`config.mk`:
```
export PLATFORM = sky130hd
export DESIGN_NAME = cdc_mcp_rx
export DESIGN_NICKNAME = d
export VERILOG_FILES = /design/src/rtl/cdc_mcp_rx.sv
export SDC_FILE = /design/constraint.sdc
export NUM_CORES = 1
export LEC_CHECK = 0
export ABC_AREA = 0
export ABC_CLOCK_PERIOD_IN_PS = 3200
export CAP_MARGIN = 20
export CORE_MARGIN = 1.5
export CORE_UTILIZATION = 41
export CTS_CLUSTER_DIAMETER = 40
export DETAILED_ROUTE_END_ITERATION = 10
export PLACE_DENSITY = 0.77
export SKIP_CTS_REPAIR_TIMING = 1
export SYNTH_ARGS = -nofsm -noshare
export SYNTH_HDL_FRONTEND = slang
export SYNTH_SLANG_ARGS = --single-unit
```
`constraint.sdc`:
```
create_clock -name CLK_I -period 3.2 [get_ports CLK_I]
set_input_delay 0.32 -clock CLK_I [delete_from_list [all_inputs] [get_ports CLK_I]]
set_output_delay 0.32 -clock CLK_I [all_outputs]
set_load 0.02 [all_outputs]
```
`src/rtl/cdc_mcp_rx.sv`:
```
// ============================================================================
// Module   : cdc_mcp_rx
// Purpose  : MCP CDC receiver. Each channel synchronises its toggle, captures
//            source-held data and returns an acknowledge toggle on transfer.
// Options  : `define CDC_MCP_RX_OVERRUN_EN adds sticky overrun flags and keeps
//            the first value on overrun instead of overwriting it.
// Revision : 1.0 - initial release
// ============================================================================
`default_nettype none

module cdc_mcp_rx #(
   parameter int WIDTH       = 8,
   parameter int CHANNELS    = 2,
   parameter int SYNC_STAGES = 2   // must be >= 2
) (
   input  logic                      CLK_I,
   input  logic                      RST_I,
   input  logic [CHANNELS-1:0]       TOGGLE_I,
   input  logic [CHANNELS*WIDTH-1:0] DATA_I,
   output logic [CHANNELS*WIDTH-1:0] DATA_O,
   output logic [CHANNELS-1:0]       VALID_O,
   input  logic [CHANNELS-1:0]       READY_I,
   output logic [CHANNELS-1:0]       ACK_O
`ifdef CDC_MCP_RX_OVERRUN_EN
   ,
   output logic [CHANNELS-1:0]       OVERRUN_O,
   input  logic [CHANNELS-1:0]       OVERRUN_CLR_I
`endif
);

   genvar c;
   generate
      for (c = 0; c < CHANNELS; c++) begin : g_ch
         logic [SYNC_STAGES:0] r_sync;
         logic [WIDTH-1:0]     r_data;
         logic                 r_valid;
         logic                 r_ack;
         logic                 w_ld;
         logic                 w_xfer;
         logic                 w_capture;

         always_ff @(posedge CLK_I or posedge RST_I) begin
            if (RST_I) r_sync <= '0;
            else       r_sync <= {r_sync[SYNC_STAGES-1:0], TOGGLE_I[c]};
         end

         // Extra stage past the synchroniser gives a pulse on either toggle edge.
         assign w_ld   = r_sync[SYNC_STAGES-1] ^ r_sync[SYNC_STAGES];
         assign w_xfer = r_valid & READY_I[c];

`ifdef CDC_MCP_RX_OVERRUN_EN
         logic w_overrun;
         logic r_overrun;

         assign w_overrun = w_ld & r_valid & ~READY_I[c];
         assign w_capture = w_ld & ~w_overrun;

         always_ff @(posedge CLK_I or posedge RST_I) begin
            if (RST_I)                 r_overrun <= 1'b0;
            else if (w_overrun)        r_overrun <= 1'b1;
            else if (OVERRUN_CLR_I[c]) r_overrun <= 1'b0;
         end

         assign OVERRUN_O[c] = r_overrun;
`else
         assign w_capture = w_ld;
`endif

         always_ff @(posedge CLK_I or posedge RST_I) begin
            if (RST_I) begin
               r_data  <= '0;
               r_valid <= 1'b0;
               r_ack   <= 1'b0;
            end else begin
               if (w_capture)   r_data <= DATA_I[c*WIDTH +: WIDTH];
               if (w_ld)        r_valid <= 1'b1;
               else if (w_xfer) r_valid <= 1'b0;
               // Only an accepted transfer releases the source, so overruns yield one ack.
               if (w_xfer)      r_ack <= ~r_ack;
            end
         end

         assign DATA_O[c*WIDTH +: WIDTH] = r_data;
         assign VALID_O[c]               = r_valid;
         assign ACK_O[c]                 = r_ack;
      end
   endgenerate

endmodule

`default_nettype wire

```
Where the registers sit:
Bar = 20 um. Other sequential cells in the stronger gray, the rest of the logic in the fainter gray.
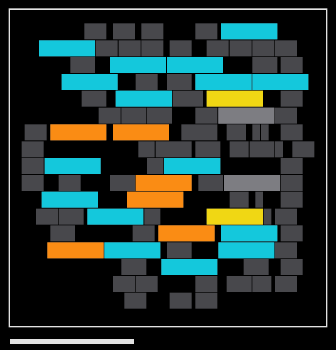
Yellow is g_ch.r_valid, sequential cells 2. Cyan is g_ch.r_data, sequential cells 16. Orange is g_ch.r_sync, sequential cells 6.

Signal wires on met3:
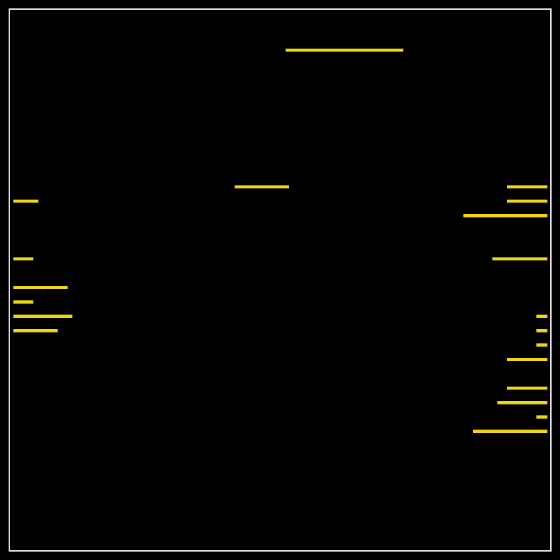
The layer carries 75.8 um of wire. The longest straight run is 10.8 um. The wires run mostly horizontal. The layer holds 4.5% of the routed length. 19 nets have wire on it.

Metal 2:
Bar = 20 um.
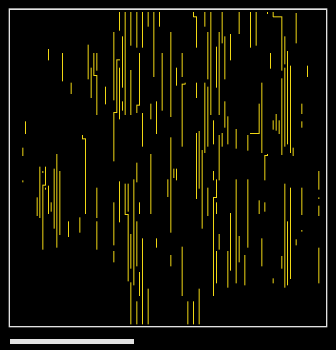
The layer carries 880 um of wire. The wires run mostly vertical.

Routing congestion:
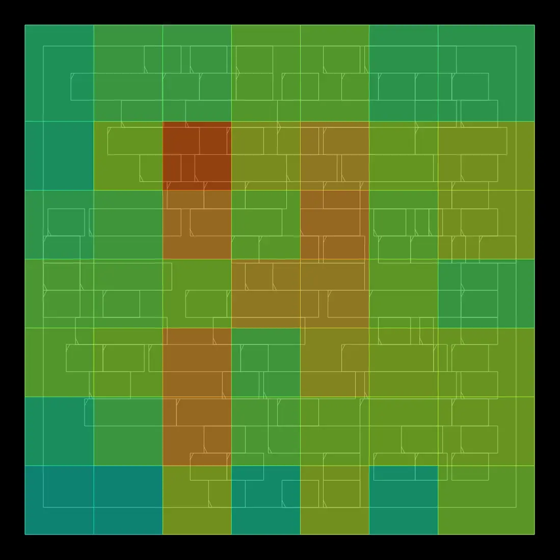
gr usage total: 13.9%
global route hottest layer: met2
routed len/inst: 13.2 um
GR Layer Usage met3: 1.75%
met2 usage in global routing: 23.4%

==> metrics.yaml <==
fin_worst_skew_ns: 0.00234
clk_latency_ns: 0.30
seqCellArea_sq_um: 651
grt_first_pass_wirelength_mm: 2.66
reg2reg_slack_ns: 1.80
hold_slack_ns: 0.366
cts_tree: "yes"
crit_chain: "clkdlybuf4s50_1"
synth_top_flop_cell: "dfrtp_1"
dp_slack_ns: 1.69
synthArstFlopShare_pct: 100
rsz0062_at_grt: "false"
cp-end-kind: "output port"
start_kind: "register"
status: "finished clean"
dr.pass1.iters: 2
setup_ws_ns: 1.56
n_antenna_cell: 0
ir_drop_mv: 0.302
p_leak_nw: 0.593
holdCritPathClass: "reg -> reg"
place_hpwl_mm: 1.27
worstSetupPathDepth: 1
nFillCells: 160
initCoreUtil_pct: 43.2
ys_warn_count: 0
power_frac_comb_pct: 30.6
required_ns: 2.88
num_rows: 17
clockPowerShare_pct: 19.4
fin_nets: 121
p_int_w: 0.000589
topCellsByArea: "dfrtp_1 69%, mux2_2 19%, xor2_2 3.4%"
clock-sinks: 26
fmax_mhz: 611
drc: 0
min_period_over_period_pct: 51.1
grt_pass1_vias: 591
aoi_share_pct: 1.85
cts_buffers: 3
ys.flops: 26
netlist_instances: 57
h-tree-depth: 1
ys_chip_area_sq_um: 947
place_area_sq_mm: 0.00136
yosys_cells: 57
final_area_sq_mm: 0.00140
worstPathArrival_ns: 1.32
ys_seq_share_pct: 68.7
design.core.area_sq_mm: 0.00219
fp.dieH_um: 51.1
period_needed_ns: 1.64
layout-drive-gt1-share_pct: 24.5
setup_tns_ns: 0
worstPathMaxFanout: 2
drt_iter0_drc: 3
critPathTopFamily: "buffers and inverters"
die-width_um: 51.1
ios: 42
antenna_found_initial: 0
clk_pin_slew_ns: 0.13
synth_adder_area_share_pct: 0
slew_viol_final: 0
syn_avg_cell_area_sq_um: 16.6
xor_share_pct: 5.28
io_buffers: 41
power_density_mw_per_mm2: 585
vias_per_cell: 4.61
min_path_cells: 0
hold_viol: 0
vias: 581
syn-num-nets: 79
simple_gate_share_pct: 0.793
maxSlewHeadroom_pct: 36.5
clockBufferDepth: 2
swShare_pct: 28.0
fin_util_pct: 63.8
p_switching_w: 0.000230
final_cells: 126
largest_area_cell: "dfrtp_1"
antenna_left: 0
common_cells: "26 x dfrtp_1, 16 x mux2_2, 4 x buf_4, 3 x inv_1"
path_class: "reg -> out"
cts-root-buf: "clkbuf_4"
synth.most_common_cell: "dfrtp_1"
netlist_logic_family_top: "multiplexers"
setup_violations: 0
gr-total-overflow: 0
dpl.cell_count: 122
wl_mm: 1.67
combGateArea_sq_um: 255
muxShareOfSynthArea_pct: 19.0
slowest_delay_ns: 0.61
ys_types: 8
cpMaxStageDelayCell: "clkdlybuf4s50_1"
reg2reg_depth: 2
chipArea_sq_mm: 0.00261
p_total_w: 0.000819
cap_violations: 0
synth_top_area_share_pct: 68.7
edf_count: 0
area_delta_synth_final_pct: 47.7
worst_pin_slew_ns: 0.951
gp_congestion: 0.594
synthesis.area_sq_um: 947
warnings: 26
grt_max_degree: 27
power_frac_seq_pct: 50.0
crit_buf_inv: 1
-- sequential cells by signal, indices dropped and copies added (netlist names) --
| signal | flops |
|---|---|
| g_ch.r_sync | 6 |
| g_ch.r_ack | 2 |
| g_ch.r_valid | 2 |
| g_ch.r_data | 16 |
-- cells in the final DEF (no fill, tap or decap), drive strengths merged --
cell type,n
clkdlybuf4s50,41
dfrtp,26
mux2,16
clkbuf,4
inv,3
xor2,2
nand2,2
xnor2,2
a21o,2
-- power groups by stage --
stage,combinational [W],clock (W),sequential (W)
floorplan,0.000106,0,0.000450
global placement,0.000247,0,0.000412
detailed placement,0.000253,0,0.000417
CTS,0.000254,0.000162,0.000410
global route,0.000264,0.000179,0.000416
finish,0.000251,0.000159,0.000409
-- final cells by class --
class / instances / area share [%]
flip-flops and latches: 26 / 46.5
repair buffers: 41 / 29.3
multi-input cells: 24 / 18.2
clock buffers: 4 / 2.59
well taps: 28 / 2.50
inverters: 3 / 0.805
-- layer usage --
metal / up-vias / GRT usage, % / part of all wire [%]
met2: 20 / 23.4 / 53
li1: 271 / - / -
met1: 288 / 18.2 / 42
met3: 2 / 1.75 / 4.5
met5: - / 0 / 0
met4: 0 / 5.41 / 0.72
-- worst paths after layout --
check                                  startpoint                 to
worst max-delay path                g_ch[1].r_ack           ACK_O[1]
worst min-delay path            g_ch[0].r_sync[0]  g_ch[0].r_sync[1]
worst max register to register  g_ch[1].r_sync[2]  g_ch[1].r_data[7]
worst min register to register  g_ch[0].r_sync[0]  g_ch[0].r_sync[1]
max in group asynchronous                   RST_I  g_ch[0].r_sync[1]
min in group asynchronous                   RST_I  g_ch[1].r_data[5]
No activity file was given, so power comes from the tool's default toggle rates.
